run_1/met2.png
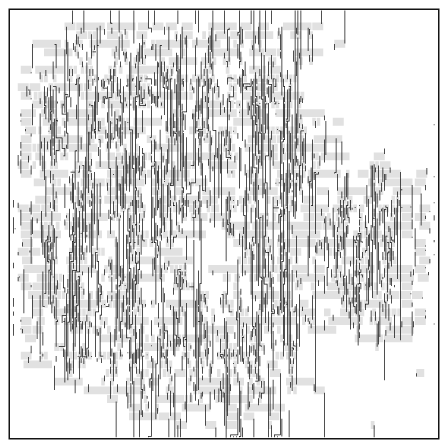
run_1/drive_strength.png
Bar = 50 um.
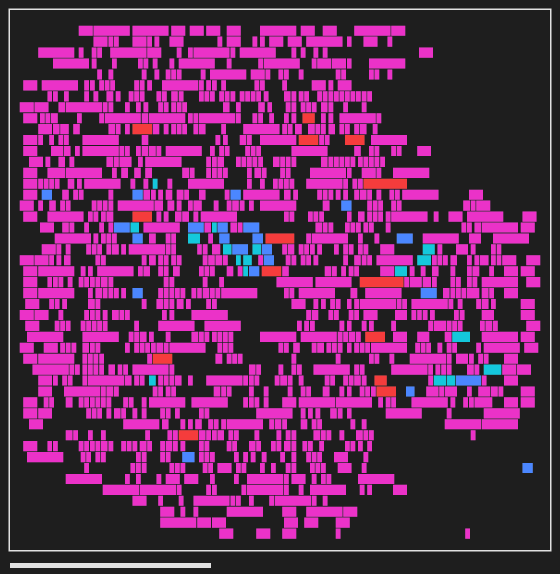
run_1/met1.png
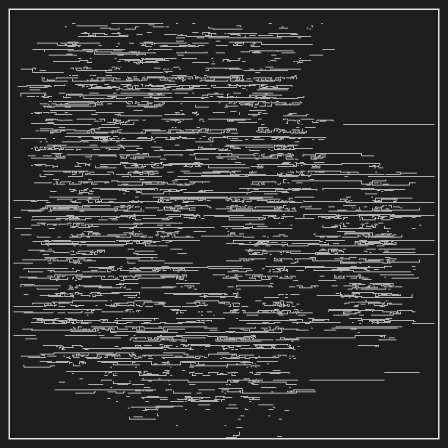
Design instruction_fetch_unit, sky130hd; sources not shown.
==> results.toml, run 1 <==
# flow metrics
[sta]
finalCritPeriodShare = 0.716
grt_setup_unrepaired = "no"
setup_tns_ns = 0
fin_ws_ns = 1.94

[clocking]
clk_path_buf_depth = 2
postCtsSetupRepairBufs = 0
cts_max_level = 3
cts.clk_slew.worst_paths_ns = 0.10

[route]
vias_per_cell = 4.81
wire_per_inst_um = 13.0
first_iter_violations = 461

[final_layout]
register_area_sq_um = 2680
nNetsFinal = 1224

[critical_path]
criticalPathCategory = "in -> out"
critical_path.max_fanout = 17
rr_worst_depth = 11

[worst_hold_path]
hold_class = "reg -> reg"

[synthesis]
syn_area_sq_um = 6800
ys_cells = 1097
yosysUniqueCellTypes = 31
adder_share = 0.00368
netlist_top_cells_count = "nand2_1 (590), dfrtp_1 (107), inv_1 (105)"
synth.largest_area_cell = "dfrtp_1"

[grt]
grt_usage = 0.210
antenna_found_initial = 0

[floorplan]
core_sq_um = 16600
rows = 47

[placement]
io_buffer_count = 107
dp_hpwl_um = 11200
postPlaceCellArea_sq_um = 8030

[power]
total_power_mw = 3.22
ir_drop_mv = 0.253

[outcome]
status = "complete, no violations"
-- met2.png (at the start) --
share of all routed wire	46%
longest straight run	70.4 um
global-route met2 utilization: 0.345
Vias: 6747
routed wire length: 18200 um

-- drive_strength.png (at the start) --
colour	size	cells	share
cyan	drive 2	17	1.4%
red	drive 6 and up	14	1.2%
blue	drive 3 to 4	22	1.9%
magenta	drive 1 or less	1129	96%
area grow syn2layout: 21.3%
post-route design area: 8250 sq um

-- met1.png (at the start) --
longest straight run	37.3 um
nets with wire on the layer	1087
share of all routed wire	46%
wire length on this layer	8450 um
GR Util met1: 0.291

-- run 1: cells in the final DEF, fill, tap and decap left out, drive strengths merged, types with 4 or more instances in the layout --
cell,n
nand2,594
inv,112
dfrtp,107
clkdlybuf4s50,106
nand3,102
nor2,76
o21ai,17
buf,13
xor2,9
clkbuf,9
conb,8
nand4,6
xnor2,5
a21oi,5
nor3,4
-- run 1: per-layer routing --
layer | share of wire | vias up | wire length, um | track usage
li1 | - | 3444 | - | -
met1 | 0.46 | 3053 | 8450 | 0.291
met2 | 0.46 | 238 | 8410 | 0.345
met3 | 0.065 | 12 | 1180 | 0.0333
met4 | 0.0088 | 0 | 160 | 0.0485
met5 | 0 | - | 0 | 0
-- run 1: worst reg2reg max path, delay by kind of cell, from the launching register on --
| family | cells | cell delay, ns |
|---|---|---|
| buf+inv | 3 | 0.97 |
| flops | 1 | 0.55 |
| simple gates | 6 | 1.12 |
| compound gates | 2 | 0.43 |
-- run 1: layout make-up --
cell class | instances | area share
clock inverter | 7 | 0.0120
clock buffer | 9 | 0.0150
timing repair buffer | 119 | 0.142
sequential | 107 | 0.325
tap | 220 | 0.0334
multi-input combinational | 830 | 0.423
inverter | 110 | 0.0504
-- run 1: report_power, final --
| part | total, mW | internal (mW) | switching (mW) |
|---|---|---|---|
| Sequential | 1.12 | 0.900 | 0.218 |
| Combinational | 1.65 | 0.531 | 1.12 |
| Clock | 0.447 | 0.209 | 0.238 |
-- run 1: through the flow --
step                hold WS (ns)  utilization
floorplan                  0.314            -
global placement           0.313        0.484
detailed placement         0.314        0.484
CTS                        0.340        0.497
global route               0.357        0.497
finish                     0.337        0.497
run_1/final_clocks.png
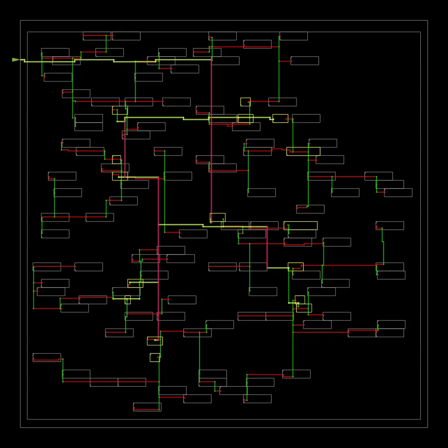

## Run 2: what changed since run 1
--- a/config.mk
+++ b/config.mk
@@ -11,7 +11,7 @@
 export CORE_UTILIZATION = 40
 export CTS_BUF_LIST = sky130_fd_sc_hd__clkbuf_8
 export DETAILED_ROUTE_END_ITERATION = 10
-export PLACE_DENSITY = 0.72
+export PLACE_DENSITY = 0.74
 export SLEW_MARGIN = 20
 export SYNTH_ARGS = -nofsm -noshare
 export SYNTH_HDL_FRONTEND = slang
==> constraint.sdc (replaced) <==
create_clock -name CLk -period 4.5 [get_ports CLk]
set_clock_uncertainty 0.15 [all_clocks]
set_input_delay 0.9 -clock CLk [delete_from_list [all_inputs] [get_ports CLk]]
set_output_delay 0.9 -clock CLk [all_outputs]
set_load 0.05 [all_outputs]
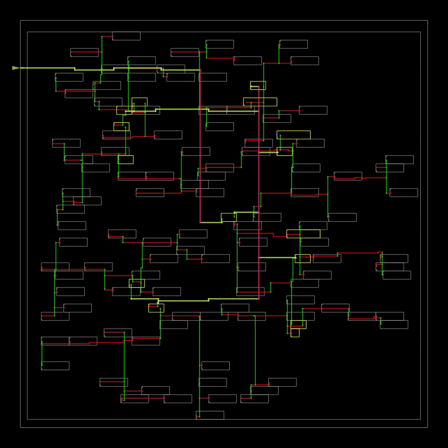
run_2/final_clocks.png
flip-flops: 107
clock sinks: 107
CTS Buf Count: 9
Late-Pin Clk Latency: 0.38 ns

==> run 2 against run 1 <==
Clock power rose by 66%. Sequential cell count did not move. Register-to-register slack got worse by 1.8 ns. Cell count rose by 0.21%. Wire length rose by 0.92%. Die area did not move. Synthesized cell count did not move. Critical endpoint unchanged.
==> results.toml, run 2 <==
# flow metrics
[outcome]
status = "complete, no violations"

[sta]
fin_hold_ws_ns = 0.335
setup_tns_ns = 0
grt_setup_unrepaired = "no"

[synthesis]
synth.largest_area_cell = "dfrtp_1"
netlist_top_cells_count = "nand2_1 (590), dfrtp_1 (107), inv_1 (105)"
ys_cells = 1097
syn_area_sq_um = 6800
yosysUniqueCellTypes = 31

[placement]
io_buffer_count = 107

[worst_hold_path]
hold_class = "reg -> reg"

[final_layout]
final_area_sq_um = 8300
final_cell_mix = "nand2_1 (590), dfrtp_1 (107), inv_1 (105), clkdlybuf4s50_1 (105), nand3_1 (100)"
nNetsFinal = 1228

[clocking]
cts.clk_slew.worst_paths_ns = 0.09
postCtsSetupRepairBufs = 0

[floorplan]
rows = 47
core_sq_um = 16600

[route]
first_iter_violations = 458
wire_per_inst_um = 13.1

[grt]
antenna_found_initial = 0

[critical_path]
rr_worst_depth = 10

[power]
total_power_mw = 4.98
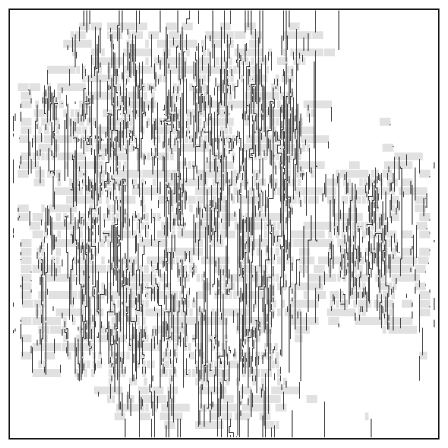
run_2/met2.png
wire length on this layer	8590 um
share of all routed wire	47%
main direction	vertical
global-route met2 utilization: 0.345
routed wire length: 18400 um

run 2: cell count changes in the layout (fill, tap and decap cells not counted):
cell             before  now
buf_4                12   17
clkbuf_8              9   11
inv_6                 2    0
bufinv_16             2    3
clkdlybuf4s50_1     106  105
clkinv_2              1    0
clkinv_4              1    0
run 2: critical path, delay by kind of cell:
kind | cells | cell delay [ns]
buffers and inverters | 4 | 0.93
AND/OR/NAND/NOR | 2 | 0.46
run 2: cell families after synthesis:
| group | count (synthesis) | share of synthesized area |
|---|---|---|
| AND/OR/NAND/NOR | 783 | 0.464 |
| buffers and inverters | 167 | 0.100 |
| flip-flops | 107 | 0.394 |
| AND-OR/OR-AND | 23 | 0.0193 |
| XOR/XNOR | 14 | 0.0180 |
| adder cells (fa/ha/maj) | 2 | 0.00368 |
| other | 1 | 0.000552 |
run 2: stage by stage:
step / std cells / utilization
after CTS: 1405 / 0.501
after global routing: 1405 / 0.501
after floorplan: 1104 / -
after detailed placement: 1390 / 0.486
after global placement: 1390 / 0.486
final: 1405 / 0.501
run 2: cell type report:
cell class	instances	area (sq um)	share of cell area
Clock buffer	11	151	0.0182
Clock inverter	4	97.6	0.0118
Inverter	110	415	0.0500
Multi-Input combinational cell	830	3490	0.420
Sequential cell	107	2680	0.323
Tap cell	220	275	0.0332
Timing Repair Buffer	123	1200	0.144
run 2: metal layers:
layer / track usage / up-vias
li1: - / 3445
met1: 0.289 / 3108
met2: 0.345 / 207
met3: 0.0329 / 16
met4: 0.0567 / 0
met5: 0 / -
run 2: where the power goes:
group / switching [mW] / internal [mW]
registers: 0.335 / 1.37
clock network: 0.345 / 0.397
logic: 1.71 / 0.815
total: 2.39 / 2.58
Power is estimated from default activity; no workload was simulated.
